File: src/rtl/cpu_ctrl_pkg.sv
// Shared opcode, ALU-function and FSM-state definitions for the
// multi-cycle cpu_ctrl sequencer and its PC sub-module.
package cpu_ctrl_pkg;

    localparam int OP_W  = 4;
    localparam int REG_W = 2;
    localparam int IMM_W = 8;
    localparam int RET_W = 16;

    typedef enum logic [OP_W-1:0] {
        OP_NOP  = 4'h0,
        OP_ADD  = 4'h1,
        OP_SUB  = 4'h2,
        OP_AND  = 4'h3,
        OP_OR   = 4'h4,
        OP_LDI  = 4'h5,
        OP_JMP  = 4'h6,
        OP_JZ   = 4'h7,
        OP_HALT = 4'hF
    } opcode_e;

    typedef enum logic [2:0] {
        ALU_ADD   = 3'd0,
        ALU_SUB   = 3'd1,
        ALU_AND   = 3'd2,
        ALU_OR    = 3'd3,
        ALU_PASSB = 3'd4
    } alu_op_e;

    typedef enum logic [2:0] {
        S_IDLE   = 3'd0,
        S_FETCH  = 3'd1,
        S_DECODE = 3'd2,
        S_EXEC   = 3'd3,
        S_WB     = 3'd4,
        S_HALT   = 3'd5
    } state_e;

    typedef struct packed {
        logic [OP_W-1:0]  op;
        logic [REG_W-1:0] rd;
        logic [REG_W-1:0] rs;
        logic [IMM_W-1:0] imm;
    } ir_t;

    // Unassigned encodings collapse to NOP here, so nothing downstream
    // ever sees an undefined opcode.
    function automatic opcode_e decode_op(input logic [OP_W-1:0] raw);
        case (raw)
            4'h1:    return OP_ADD;
            4'h2:    return OP_SUB;
            4'h3:    return OP_AND;
            4'h4:    return OP_OR;
            4'h5:    return OP_LDI;
            4'h6:    return OP_JMP;
            4'h7:    return OP_JZ;
            4'hF:    return OP_HALT;
            default: return OP_NOP;
        endcase
    endfunction

    function automatic logic is_alu(input opcode_e op);
        return op inside {OP_ADD, OP_SUB, OP_AND, OP_OR};
    endfunction

    function automatic logic writes_rf(input opcode_e op);
        return is_alu(op) || (op == OP_LDI);
    endfunction

    function automatic alu_op_e alu_op_of(input opcode_e op);
        alu_op_e f;
        f = ALU_ADD;
        unique case (1'b1)
            op == OP_SUB: f = ALU_SUB;
            op == OP_AND: f = ALU_AND;
            op == OP_OR:  f = ALU_OR;
            op == OP_LDI: f = ALU_PASSB;
            default:      f = ALU_ADD;
        endcase
        return f;
    endfunction

    function automatic logic [RET_W-1:0] sat_inc(input logic [RET_W-1:0] v);
        return (v == {RET_W{1'b1}}) ? v : v + 1'b1;
    endfunction

endpackage

File: src/rtl/cpu_ctrl_pc.sv
// Program counter: async clear on reset, sync clear, jump load,
// wrapping increment, otherwise hold.
module cpu_pc
    import cpu_ctrl_pkg::*;
#(
    parameter int AWIDTH = 12
) (
    input  logic              clk,
    input  logic              rst_n,
    input  logic              clr,
    input  logic              inc,
    input  logic              load,
    input  logic [AWIDTH-1:0] load_val,
    output logic [AWIDTH-1:0] pc
);

    always_ff @(posedge clk or negedge rst_n) begin
        if (!rst_n) begin
            pc <= '0;
        end else if (clr) begin
            pc <= '0;
        end else if (load) begin
            pc <= load_val;
        end else if (inc) begin
            pc <= pc + AWIDTH'(1);
        end
    end

endmodule

File: src/rtl/cpu_ctrl.sv
// Multi-cycle control sequencer for a 16-bit accumulator-style core:
// FETCH/DECODE/EXEC/WB with a terminal HALT state.
module cpu_ctrl
    import cpu_ctrl_pkg::*;
#(
    parameter int AWIDTH = 12,
    parameter int DWIDTH = 16
) (
    input  logic              clk,
    input  logic              rst_n,
    input  logic              en_in,
    input  logic [DWIDTH-1:0] ir_in,
    input  logic              alu_zero,
    output logic              rom_en,
    output logic [AWIDTH-1:0] rom_addr,
    output logic [1:0]        rf_ra0,
    output logic [1:0]        rf_ra1,
    output logic              rf_we,
    output logic [1:0]        rf_wa,
    output logic [2:0]        alu_op,
    output logic              imm_sel,
    output logic [7:0]        imm,
    output logic              halted,
    output logic [15:0]       retired
);

    state_e            state;
    logic [DWIDTH-1:0] ir_q;
    logic              z_q;
    ir_t               ir;
    opcode_e           op;
    logic [AWIDTH-1:0] pc;
    logic              pc_inc;
    logic              pc_load;
    logic              taken;

    assign ir = ir_t'(ir_q[15:0]);
    assign op = decode_op(ir.op);

    assign taken   = (op == OP_JMP) || ((op == OP_JZ) && z_q);
    assign pc_inc  = (state == S_DECODE);
    assign pc_load = (state == S_EXEC) && taken;

    cpu_pc #(
        .AWIDTH(AWIDTH)
    ) u_pc (
        .clk     (clk),
        .rst_n   (rst_n),
        .clr     (1'b0),
        .inc     (pc_inc),
        .load    (pc_load),
        .load_val(AWIDTH'(ir.imm)),
        .pc      (pc)
    );

    // The fetch strobe must follow en_in in the same cycle so a stop
    // request in FETCH never issues a ROM read.
    assign rom_en   = (state == S_FETCH) && en_in;
    assign rom_addr = pc;

    // All selects come straight from the IR, which only changes in DECODE,
    // so they stay stable across EXEC and WB.
    assign rf_ra0  = ir.rd;
    assign rf_ra1  = ir.rs;
    assign rf_wa   = ir.rd;
    assign imm     = ir.imm;
    assign alu_op  = alu_op_of(op);
    assign imm_sel = (op == OP_LDI);

    always_ff @(posedge clk or negedge rst_n) begin
        if (!rst_n) begin
            state   <= S_IDLE;
            ir_q    <= '0;
            z_q     <= 1'b0;
            retired <= '0;
            halted  <= 1'b0;
            rf_we   <= 1'b0;
        end else begin
            rf_we <= 1'b0;
            unique case (state)
                S_IDLE: begin
                    if (en_in) state <= S_FETCH;
                end
                S_FETCH: begin
                    state <= en_in ? S_DECODE : S_IDLE;
                end
                S_DECODE: begin
                    ir_q  <= ir_in;
                    state <= S_EXEC;
                end
                S_EXEC: begin
                    if (writes_rf(op)) begin
                        rf_we <= 1'b1;
                        state <= S_WB;
                    end else if (op == OP_HALT) begin
                        retired <= sat_inc(retired);
                        halted  <= 1'b1;
                        state   <= S_HALT;
                    end else begin
                        retired <= sat_inc(retired);
                        state   <= S_FETCH;
                    end
                end
                S_WB: begin
                    if (is_alu(op)) z_q <= alu_zero;
                    retired <= sat_inc(retired);
                    state   <= S_FETCH;
                end
                S_HALT: begin
                    state <= S_HALT;
                end
                default: begin
                    state <= S_IDLE;
                end
            endcase
        end
    end

endmodule

File: config.mk
export PLATFORM = sky130hd
export DESIGN_NAME = cpu_ctrl
export DESIGN_NICKNAME = d
export VERILOG_FILES = /design/src/rtl/cpu_ctrl_pkg.sv /design/src/rtl/cpu_ctrl_pc.sv /design/src/rtl/cpu_ctrl.sv
export SDC_FILE = /design/constraint.sdc
export NUM_CORES = 1
export LEC_CHECK = 0
export ABC_AREA = 0
export CORE_ASPECT_RATIO = 1.25
export CORE_MARGIN = 2
export CORE_UTILIZATION = 49
export DETAILED_ROUTE_END_ITERATION = 12
export PLACE_DENSITY = 0.86
export RECOVER_POWER = 25
export SYNTH_ARGS = -nofsm -noshare
export SYNTH_HDL_FRONTEND = slang
export SYNTH_HIERARCHICAL = 1
export SYNTH_SLANG_ARGS = --single-unit
File: constraint.sdc
create_clock -name clk -period 3.18 [get_ports clk]
set_clock_uncertainty 0.05 [all_clocks]
set_input_delay 0.795 -clock clk [delete_from_list [all_inputs] [get_ports clk]]
set_output_delay 0.795 -clock clk [all_outputs]
set_load 0.02 [all_outputs]
Figure 1. Routing congestion.
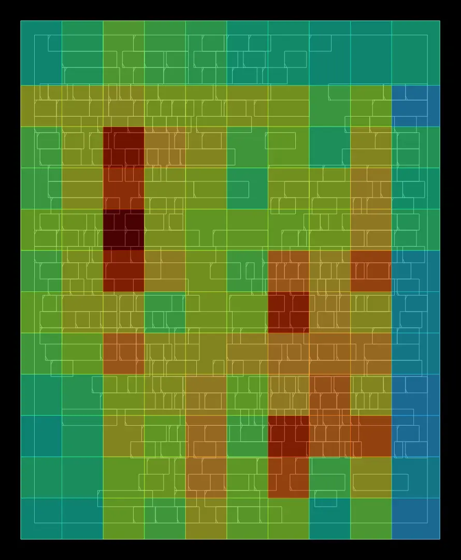
met3 Use GR: 4.30%
post-layout util: 63.4%
Wirelength per Cell: 14.8 um
met2 Usage GRT: 32.3%
GRT Total Usage: 18.8%

Figure 2. The metal 1 layer.
Cells faint in the background.
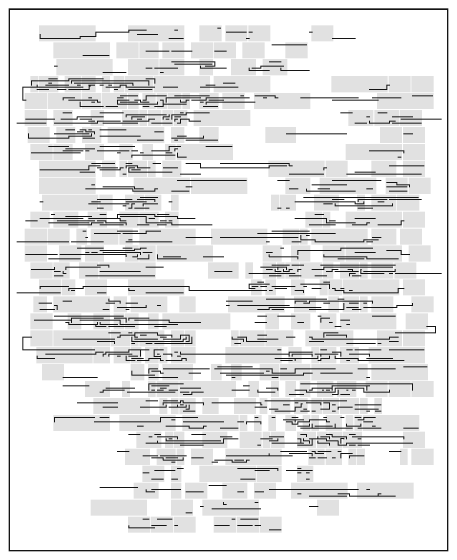
wire length on this layer = 2370 um
share of all routed wire = 43%
longest straight run = 18.4 um
main direction = horizontal
nets with wire on the layer = 272
met1 track demand over resource: 23.4%
DRT Wirelength: 5.52 mm
DR vias: 2130

Figure 3. Sizing map.
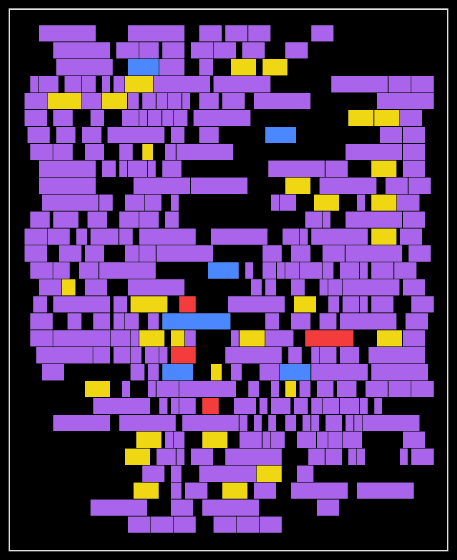
red -> x3 and x4  # cells 4, share 1.3%, most used buf_4
purple -> x1 and smaller  # cells 269, share 87%, most used clkdlybuf4s50_1
blue -> x6 and larger  # cells 6, share 1.9%, most used clkbuf_8
yellow -> x2  # cells 29, share 9.4%, most used mux2_2
nonclk buf count: 71
final worst slack: 128 ps
area grow syn2layout: 27.0%

==> results.txt <==
yosys + openroad results -> non-clk buf share=20.4%, CTS tree=yes, CTS hold repair buffers=0, Latency at later pin=300 ps, maximum vdd drop=435 uV, overflow left after global routing=0, origin of the critical flop-to-flop path=state[2], first-pass GRT wire length=9.19 mm, Max power group=combinational logic, clk slew on worst S/H paths=90 ps, Inserted Diodes=0, DR pass1 iterations=4, PostCTS Resize Cnt=0, Comb gates=175, # IOs=a little under 70, most instantiated cells after synthesis=50 x dfrtp_1, 19 x mux2_2, 17 x nand2_1, Dominant flop cell=dfrtp_1, Mapped Area=roughly 0.0027 mm2, number of well taps=roughly 64, Min Hold Slack=around 450 ps, vias per cell=5.73, switching share of power=a little under two fifths, EDFF count, synth=0, yosys cell count=250, final hold violations=0, Logic pwr share=about 43%, global placer's final weighted congestion=around 0.84, Worst path top cell family by delay=buffers and inverters, Top class by area=multi-input combinational cells, Register-to-Register Path Depth=5, cts bufs inserted=5, core area=0.00537 mm2, placed cell areas=about 0.0033 mm2, pin count of the biggest net entering global routing=27, Seq area share=36.7%, post-synthesis sequential area ratio=46.7%, post-route cell area=0.00341 mm2, Starting DRT DRC Count=107, Peak Freq=328 MHz, status=finished, final reports clean
## flip-flops by register name, indices dropped and copies added (netlist names)
register / flops
u_pc/pc: 12
ir: 16
z_q: 1
retired: 16
rf_we: 1
state: 3
halted: 1
## logic make-up after synthesis
logic type	after synthesis	share of synthesized area (%)
multiplexers	21	8.82
AND/OR/NAND/NOR	86	19.1
XOR/XNOR	18	5.88
other	1	0.140
AND-OR/OR-AND	41	11.0
flip-flops	50	46.7
adder cells (fa/ha/maj)	2	0.933
buffers and inverters	31	7.47
## layout by cell type (no fill, tap or decap), types with 2 or more instances in the layout
| cell type | n |
|---|---|
| and2_1 | 2 |
| o211ai_1 | 2 |
| nor3_1 | 4 |
| nand3b_1 | 2 |
| xnor2_1 | 8 |
| mux2_1 | 2 |
| nand4_1 | 9 |
| or4_1 | 5 |
| nor2_1 | 12 |
| a311oi_1 | 5 |
| nor2b_1 | 2 |
| a211oi_1 | 4 |
| clkbuf_8 | 5 |
| clkdlybuf4s50_1 | 67 |
| o21ai_0 | 7 |
| nand3_1 | 5 |
| xor2_1 | 10 |
| o31ai_1 | 3 |
| a21oi_1 | 7 |
| nand2b_1 | 3 |
| conb_1 | 7 |
| or3_1 | 4 |
| buf_4 | 2 |
| mux2_2 | 19 |
| clkinv_2 | 2 |
| nor3b_1 | 2 |
| nor4_1 | 4 |
| ha_1 | 2 |
| and3_1 | 4 |
| dfrtp_1 | 50 |
| o2111ai_1 | 4 |
| inv_1 | 4 |
| o21bai_1 | 2 |
| and4_1 | 2 |
| nand2_1 | 17 |
## per-layer routing
metal	part of all wire, %	vias to the layer above	track usage, %
li1	-	1011	-
met1	43	1041	23.4
met2	50	72	32.3
met3	6.0	6	4.30
met4	0.98	0	6.64
met5	0	-	0
Power is estimated from default activity; no workload was simulated.
